--- src/rtl/cmp_burst.sv ---
// Burst comparator: compares len operand pairs under a latched mode and tallies true results.
// Optional CMP_MISS_IDX_EN adds first_miss_vld/first_miss_idx reporting the first false pair.
module cmp_burst #(
  parameter int unsigned WIDTH = 8,
  parameter int unsigned LEN_W = 8
) (
  input  logic             clk,
  input  logic             rst_n,
  input  logic             start,
  input  logic [LEN_W-1:0] len,
  input  logic [1:0]       mode,
  input  logic             in_valid,
  output logic             in_ready,
  input  logic [WIDTH-1:0] a,
  input  logic [WIDTH-1:0] b,
  output logic             res_valid,
  input  logic             res_ready,
  output logic             res,
  output logic             busy,
  output logic             done,
  output logic [LEN_W-1:0] match_cnt,
`ifdef CMP_MISS_IDX_EN
  output logic             first_miss_vld,
  output logic [LEN_W-1:0] first_miss_idx,
`endif
  output logic             all_match
);

  typedef enum logic [1:0] {S_IDLE, S_RUN, S_DRAIN, S_DONE} state_e;

  state_e           state_q, state_d;
  logic [LEN_W-1:0] rem_q, rem_d;
  logic [LEN_W-1:0] match_q, match_d;
  logic [1:0]       mode_q, mode_d;
  logic             res_q, res_d;
  logic             res_valid_q, res_valid_d;
  logic             all_q, all_d;
  logic             cmp_c;
  logic             accept_c;
`ifdef CMP_MISS_IDX_EN
  logic [LEN_W-1:0] idx_q, idx_d;
  logic [LEN_W-1:0] miss_idx_q, miss_idx_d;
  logic             miss_vld_q, miss_vld_d;
`endif

  // A new pair may enter only when the result slot is free or being drained this cycle.
  assign in_ready = (state_q == S_RUN) && (!res_valid_q || res_ready);
  assign accept_c = in_valid && in_ready;

  always_comb begin
    cmp_c = 1'b0;
    case (mode_q)
      2'b00:   cmp_c = (a == b);
      2'b01:   cmp_c = (a != b);
      2'b10:   cmp_c = (a < b);
      default: cmp_c = (a > b);
    endcase
  end

  always_comb begin
    state_d     = state_q;
    rem_d       = rem_q;
    match_d     = match_q;
    mode_d      = mode_q;
    res_d       = res_q;
    res_valid_d = res_valid_q;
    all_d       = all_q;
`ifdef CMP_MISS_IDX_EN
    idx_d      = idx_q;
    miss_idx_d = miss_idx_q;
    miss_vld_d = miss_vld_q;
`endif
    if (res_valid_q && res_ready) res_valid_d = 1'b0;
    case (state_q)
      S_IDLE: begin
        if (start) begin
          rem_d   = len;
          mode_d  = mode;
          match_d = '0;
          all_d   = 1'b1;
`ifdef CMP_MISS_IDX_EN
          idx_d      = '0;
          miss_idx_d = '0;
          miss_vld_d = 1'b0;
`endif
          state_d = (len != '0) ? S_RUN : S_DONE;
        end
      end
      S_RUN: begin
        if (accept_c) begin
          res_d       = cmp_c;
          res_valid_d = 1'b1;
          rem_d       = rem_q - LEN_W'(1);
          if (cmp_c) match_d = match_q + LEN_W'(1);
          else       all_d   = 1'b0;
`ifdef CMP_MISS_IDX_EN
          idx_d = idx_q + LEN_W'(1);
          if (!cmp_c && !miss_vld_q) begin
            miss_vld_d = 1'b1;
            miss_idx_d = idx_q;
          end
`endif
          if (rem_q == LEN_W'(1)) state_d = S_DRAIN;
        end
      end
      S_DRAIN: begin
        if (!res_valid_q || res_ready) state_d = S_DONE;
      end
      S_DONE:  state_d = S_IDLE;
      default: state_d = S_IDLE;
    endcase
  end

  always_ff @(posedge clk or negedge rst_n) begin
    if (!rst_n) begin
      state_q     <= S_IDLE;
      rem_q       <= '0;
      match_q     <= '0;
      mode_q      <= 2'b00;
      res_q       <= 1'b0;
      res_valid_q <= 1'b0;
      all_q       <= 1'b0;
`ifdef CMP_MISS_IDX_EN
      idx_q      <= '0;
      miss_idx_q <= '0;
      miss_vld_q <= 1'b0;
`endif
    end else begin
      state_q     <= state_d;
      rem_q       <= rem_d;
      match_q     <= match_d;
      mode_q      <= mode_d;
      res_q       <= res_d;
      res_valid_q <= res_valid_d;
      all_q       <= all_d;
`ifdef CMP_MISS_IDX_EN
      idx_q      <= idx_d;
      miss_idx_q <= miss_idx_d;
      miss_vld_q <= miss_vld_d;
`endif
    end
  end

  assign res       = res_q;
  assign res_valid = res_valid_q;
  assign match_cnt = match_q;
  assign all_match = all_q;
  assign busy      = (state_q == S_RUN) || (state_q == S_DRAIN);
  assign done      = (state_q == S_DONE);
`ifdef CMP_MISS_IDX_EN
  assign first_miss_vld = miss_vld_q;
  assign first_miss_idx = miss_idx_q;
`endif

endmodule
--- config.mk ---
export PLATFORM = sky130hd
export DESIGN_NAME = cmp_burst
export DESIGN_NICKNAME = d
export VERILOG_FILES = /design/src/rtl/cmp_burst.sv
export SDC_FILE = /design/constraint.sdc
export NUM_CORES = 1
export LEC_CHECK = 0
export ABC_AREA = 1
export CORE_UTILIZATION = 40
export CTS_BUF_LIST = sky130_fd_sc_hd__clkbuf_8
export CTS_CLUSTER_SIZE = 20
export DETAILED_ROUTE_END_ITERATION = 16
export GPL_TIMING_DRIVEN = 0
export HOLD_SLACK_MARGIN = 0.08
export PLACE_DENSITY = 0.69
export SLEW_MARGIN = 5
export SYNTH_ARGS = -nofsm -noshare
export SYNTH_HDL_FRONTEND = slang
export SYNTH_SLANG_ARGS = --single-unit
--- constraint.sdc ---
create_clock -name clk -period 1.9 [get_ports clk]
set_clock_uncertainty 0.05 [all_clocks]
set_input_delay 0.38 -clock clk [delete_from_list [all_inputs] [get_ports clk]]
set_output_delay 0.38 -clock clk [all_outputs]
set_load 0.005 [all_outputs]
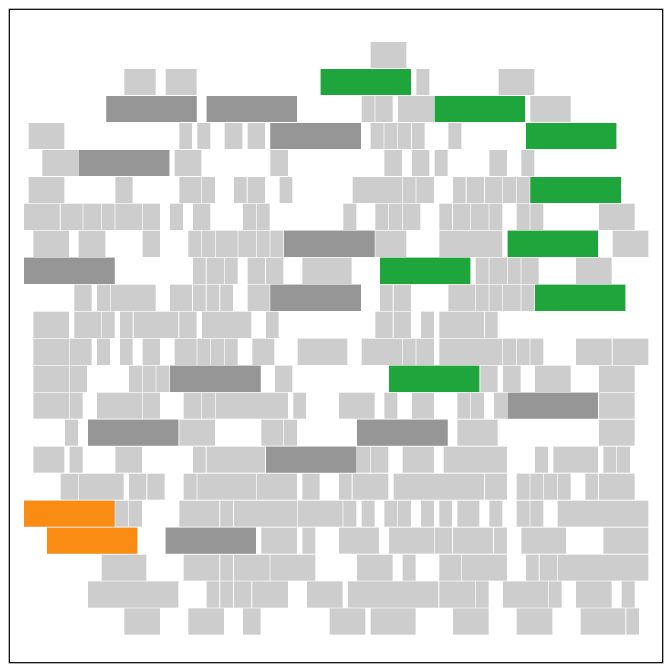
*Sequential cells grouped by signal name, run 1*
Other sequential cells in the stronger gray, the rest of the logic in the fainter gray.
[match_cnt] green | placed flops: 8
[state_q] orange | placed flops: 2
not colored: 13

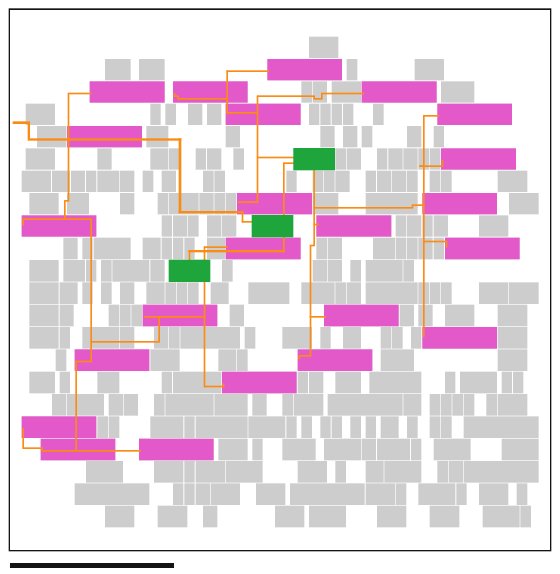
*Routed clock nets over the placement, run 1*
Scale bar: 20 µm.
[clock-net drivers] green | count: 3
[clock wires] orange | length: 321 µm
[flip-flops] magenta | count: 23
flops lie: widely spread

==> summary.txt, run 1 <==
Notes from the flow run.

Run status:
- The flow ran to the end, and the final reports show no timing, DRC or antenna violations.

Min path:
- The run puts the count of cells along the worst hold path at 2.

Pwr:
- The sequential power reported by the tool is 0.000811 W.
- The run gives the switching share of power as 0.455.
- The run gives the net switching power figure as about 0.0014 W.
- Looking at the group totals, the largest power group turns out to be combinational cells.
- The run gives the internal portion of total power as 0.00164 W.
- The run puts the combinational power share at 0.626.

Layout:
- The top cell type in the final layout, fill and taps aside, is sky130_fd_sc_hd__nand2_1.
- In the final layout, the clock buffer count is 3.
- Counting the fill cells in the layout gives about 340.
- The run puts the number of antenna repair diodes at 0.
- According to the finish report, the design has a final net count of 326.
- The run puts the multi-input logic portion of the cell area at 0.444.
- Summing all flip-flop and latch instances after layout gives 576 µm².
- The run gives the post-route cell area as between 2000 and 2500 µm².
- Measured on the final layout, the clock distribution area share stands at 0.0192.
- Of the cells placed in the final design, the portion with a size suffix greater than 1 is 0.161.
- The run gives the inverter count as 35.
- The run gives the flop share of the area as 0.239.
- The run puts the combinational gate area at roughly 1100 µm².
- The largest cell class by area is logic gates.
- The run gives the area added between synthesis and finish as 48.3%.

Place:
- Detailed placement ended at an HPWL of around 2800 µm.
- The run gives the count of buffers inserted at the top-level ports as 44.

Floorplanning:
- The chip occupies between 4000 and 5000 µm².
- The run puts the x dimension of the die at approximately 66 µm.
- The run gives the site row count as 22.

Logic synthesis:
- The run puts the net count entering floorplan at 272.
- The run puts the complex-gate fraction of the synthesized area at 0.136.
- The run puts the count of mapped cells out of synthesis at 226.
- The run gives the leading area contributor after synthesis as sky130_fd_sc_hd__dfrtp_1.
- Looking at the cell usage after synthesis, the top flip-flop cell is sky130_fd_sc_hd__dfrtp_1.
- The cell-mix breakdown from Yosys lists the adder-cell area share as 0.115.
- The run gives the library cell with the highest instance count after synthesis as sky130_fd_sc_hd__nand2_1.
- Of the post-synthesis cell area, the part taken by muxes is 0.

Clocking:
- The run gives the clock root buffer as sky130_fd_sc_hd__clkbuf_8.
- The run puts the CTS H-tree depth at 1.
- In the CTS report, the clock slew at the register clock pins of the worst setup and hold paths is listed as around 90 ps.
- The run puts the total clock buffers created by CTS at 3.
- TritonCTS built the clock tree.
- The run puts the number of gates resized after cts at 16.

Global route:
- The run gives the number of antenna violations at the first check in global routing as 0.
- The via count of the first global-routing pass is 1,489.

Drt:
- Signal nets in the final route climb as high as met4.
- In the detailed route, the total length drawn on met2 is 2040 µm.
- The routed design has 3860 µm of wire.
- The first detailed-routing pass ran for 4 iterations.
- In this run the remaining antenna-violating nets after routing total 0.
- The run gives the wire length on met3 as 125 µm.
- The run puts the wire length per cell after detailed routing at roughly 12 µm.
- The run puts the number of remaining DRC errors at 0.

Timing:
- The run gives the actual transition at the worst max-transition pin as about 1100 ps.
- The last timing report of the flow puts the setup violation total at 0.
- The run puts the total negative setup slack at 0 ps.

Critical path:
- The cell family contributing the most delay on the critical path is simple AND/OR/NAND/NOR gates.
- The worst setup path is captured at a flip-flop.
- The run puts the register-to-register setup slack at roughly 100 ps.
- The launch point of the critical path was reported as b[7].
- The run gives the kind of start point of the critical path as an input port.
- The run gives the longest individual stage delay on the worst path as 460 ps.
- The run gives the worst setup path endpoint as match_cnt[0].

Run:
- Across all stage logs, warnings added up to 31.
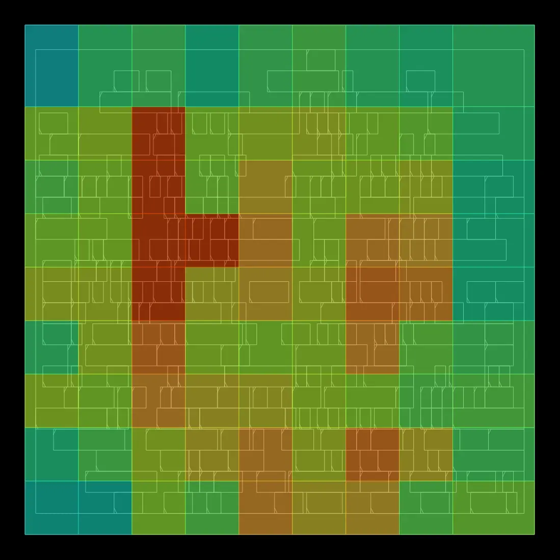
*Congestion heat map, run 1*
busiest grt layer: met2
met2 layer usage reported by global route: 0.348
Global Route met1 Usage: 0.229
GR Layer Usage met3: 0.0365
share of the core filled with cells in the final layout: 0.639

--- run 2 (diff from run 1) ---
- MAX_ROUTING_LAYER: not set -> met4
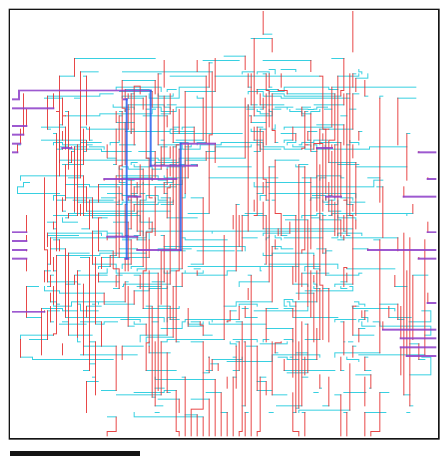
*Routed metal, one color a layer, run 2*
Scale bar: 20 µm.
[M2] red | wire length: 2,050 µm
[M4] blue | wire length: 52.4 µm
[M3] purple | wire length: 137 µm
[M1] cyan | wire length: 1,790 µm
count of vias placed by the detailed router: 1,635
drt wl/cell: 12.2 µm

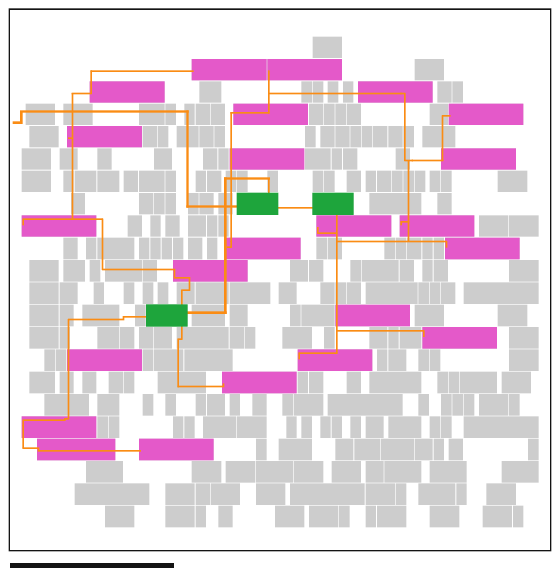
*Routed clock nets over the placement, run 2*
Scale bar: 20 µm.
[clock wires] orange | length: 339 µm
[flip-flops] magenta | count: 23
[clock-net drivers] green | count: 3
flops lie: widely spread
clock power share: 0.104
worst skew pair latency: 270 ps
P_clk: 0.000322 W

==> summary.txt, run 2 <==
Notes from the flow run.

Run status:
- The run finished with clean final reports.

Drt:
- The run gives the wire length on met3 as 137 µm.
- The run gives the routed wire length as roughly 4000 µm.
- The run gives the first-pass iteration count of the detailed router as 4.
- The run puts the number of remaining DRC errors at 0.

Critical path:
- The run puts the register-to-register setup slack at 80 ps.
- According to the timing report, the critical path is launched from b[5].
- The run gives the kind of cell adding the most delay to the critical path as simple AND/OR/NAND/NOR gates.
- The worst setup path is launched from an input port.
- The run gives the longest individual stage delay on the worst path as 450 ps.

Floorplanning:
- The run puts the site row count at 22.
- According to the floorplan report, the die width is 65.7 µm.

Global route:
- The number of antenna violations at the first check in global routing was 0.
- The via count of the first global-routing pass came to between 1,000 and 1,500.
- Global routing put the most usage on met2.
- met3 track demand over resource after global routing is 0.0382.

Logic synthesis:
- The run gives the leading area contributor after synthesis as sky130_fd_sc_hd__dfrtp_1.
- Yosys instantiated no cell more often than sky130_fd_sc_hd__nand2_1.
- Per the synth stats, the flop cell with the highest instance count is sky130_fd_sc_hd__dfrtp_1.
- The cell count after synthesis came out at ~230.
- The run puts the area fraction in full adders, half adders and majority gates at 0.115.
- The run puts the complex-gate fraction of the synthesized area at 0.136.
- The run gives the post-synthesis mux area share as 0.

Pwr:
- The run gives the largest power group as combinational cells.
- The run gives the sequential group power as 0.000817 W.
- The run puts the net switching power figure at 0.00141 W.

Min path:
- In the hold timing report, the worst path depth is 2.

Clocking:
- TritonCTS built the clock tree.
- The run gives the clock slew at the register clock pins of the worst setup and hold paths as 90 ps.
- The run puts the total clock buffers created by CTS at 3.
- Looking at the clock tree report, the root buffer type is sky130_fd_sc_hd__clkbuf_8.
- The run gives the CTS H-tree depth as 1.

Layout:
- The run gives the number of nets in the layout as 330.
- The final layout report lists a filler cell count of 330.
- The run gives the count of clock buffers in the final design as 3.
- Measured on the final layout, the clock distribution area share stands at 0.0191.
- Summing all multi-input logic gate instances after layout gives 1070 µm².
- For this run, the script counts the antenna cells in the layout as 0.
- The run puts the inverter count at 35.
- The finished layout reports a core utilization of 0.643.
- The largest cell class by area is logic gates.
- The run puts the flop share of the area at 0.238.
- The run puts the area added between synthesis and finish at 49.1%.

Timing:
- The run puts the total negative setup slack at 0 ps.

Place:
- The run gives the count of buffers inserted at the top-level ports as 44.
--- run 3 (diff from run 2) ---
- ABC_CLOCK_PERIOD_IN_PS: not set -> 1900
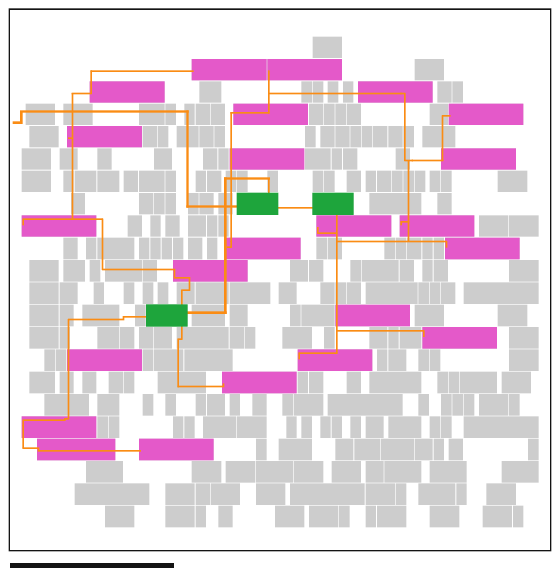
*Routed clock nets over the placement, run 3*
Scale bar: 20 µm.
[flip-flops] magenta | count: 23
[clock-net drivers] green | count: 3
[clock wires] orange | length: 339 µm
routed clock nets: 4

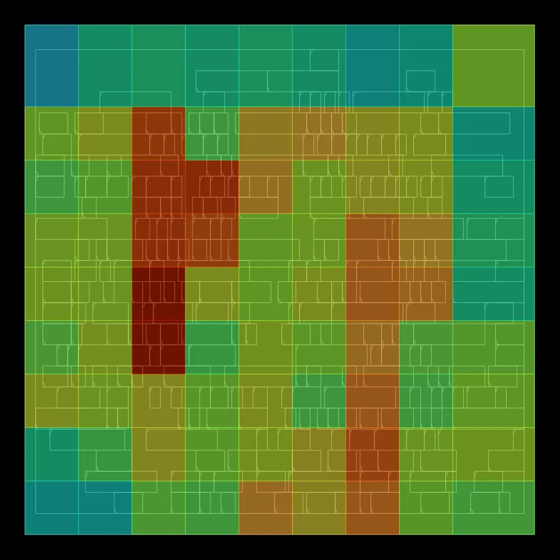
*Congestion heat map, run 3*
share of the core filled with cells in the final layout: 0.643
met2 layer usage reported by global route: 0.337
GR Layer Usage met3: 0.0382

==> summary.txt, run 3 <==
Notes from the flow run.

Drt:
- The run puts the first-pass iteration count of the detailed router at 4.
- Per the detail_route log, the uppermost layer with routed signals is met4.
- TritonRoute reported its final design rule violation total as 0.
- Wires add up to 4030 µm.
- The run gives the wire length per cell after detailed routing as 12.2 µm.
- The run gives the detailed-routed wire length on met2 as 2050 µm.
- The run puts the number of routed nets with antenna violations at 0.
- The run puts the number of vias in the routed layout at 1,635.
- The run gives the wire length on met3 as approximately 140 µm.

Critical path:
- STA classifies the critical path startpoint as an input port.
- On the critical path the largest part of the delay comes from simple AND/OR/NAND/NOR gates.
- The launch point of the critical path was reported as b[5].
- The worst register-to-register path has a setup slack of around 80 ps.
- The run gives the longest individual stage delay on the worst path as roughly 450 ps.
- Following the worst setup path forward leads to its endpoint at match_cnt[0].

Pwr:
- The run gives the clock share of power as 0.104.
- The run gives the sequential group power as 0.000817 W.
- The run puts the power consumed by the clock network at 0.000322 W.
- Per report_power, the top consumer among the power groups is combinational cells.
- The run gives the internal portion of total power as 0.00168 W.
- The run gives the switching share of power as 0.456.
- The run puts the combinational power share at 0.631.
- The analysis attributes to net switching a power of 0.00141 W.

Min path:
- The run puts the count of cells along the worst hold path at 2.
- The run gives the start point of the worst hold path as all_match.

Global route:
- The via count of the first global-routing pass came to approximately 1,500.
- The run gives the met1 routing resource usage after global routing as 0.230.
- The global router reports that the layer with the highest usage is met2.
- The run gives the number of antenna violations at the first check in global routing as 0.

Layout:
- Leaving out buffers and inverters, the combinational logic in the layout accounts for roughly 1100 µm².
- Of all the cell area in the finished design, non-clock buffers hold 0.221.
- The area taken by sequential standard cells is reported as 577 µm².
- The run puts the multi-input logic portion of the cell area at 0.441.
- The run puts the number of nets in the layout at 330.
- After the flow finishes, the layout carries non-filler instances totaling 331.
- The run puts the post-route cell area at 2420 µm².
- The run puts the area added between synthesis and finish at 49.1%.
- The largest cell class by area is logic gates.
- The run puts the count of clock buffers in the final design at 3.
- The run gives the most common logic cell in the routed design as sky130_fd_sc_hd__nand2_1.
- Fill cells in the final layout number 330.
- Per the layout area report, the sequential fraction of cell area is 0.238.
- The run puts the inverter count at 35.
- The layout report lists the clock-cell share of area as 0.0191.
- The run puts the fraction of final layout cells sized beyond drive strength 1 at 0.187.

Clocking:
- The run gives the CTS tree as done.
- CTS built an H-tree with a depth of 1.
- The run gives the largest buffer count on any clock path as 2.
- The skew report gives the latency at the later pin of the worst-skew pair as approximately 270 ps.
- The run puts the total clock buffers created by CTS at 3.
- The run puts the number of gates resized after cts at 17.
- Clock tree synthesis selected as its root buffer the cell sky130_fd_sc_hd__clkbuf_8.
- The run puts the clock slew at the register clock pins of the worst setup and hold paths at 90 ps.

Place:
- The run puts the worst setup slack before clock tree synthesis at -513 ps.
- Once detailed placement completed, the half-perimeter wirelength came to 2840 µm.
- The run puts the count of buffers inserted at the top-level ports at 44.

Logic synthesis:
- The run gives the complex-gate fraction of the synthesized area as 0.136.
- The run gives the post-synthesis mux area share as 0.
- Sorting the synthesis cell report by count puts at the top sky130_fd_sc_hd__nand2_1.
- At floorplan, the net count of the design was reported as between 200 and 300.
- The run puts the post-synthesis async set-or-reset flop share at 1.00.
- The run gives the leading area contributor after synthesis as sky130_fd_sc_hd__dfrtp_1.
- The cell-mix breakdown from Yosys lists the adder-cell area share as 0.115.
- Synthesis handed over a netlist of 226 instances.
- Looking at the cell usage after synthesis, the top flip-flop cell is sky130_fd_sc_hd__dfrtp_1.

Run status:
- The flow ran to the end, and the final reports show no timing, DRC or antenna violations.

Floorplanning:
- The report lists the number of standard-cell rows as 22.
- The run gives the x dimension of the die as around 66 µm.
- The run gives the total die size as 4320 µm².

Timing:
- The run gives the actual transition at the worst max-transition pin as 1050 ps.
- Summed over all failing endpoints, the final setup total negative slack is 0 ps.

Run:
- The logs give a warning total of 31.
No activity file was given, so power comes from the tool's default toggle rates.
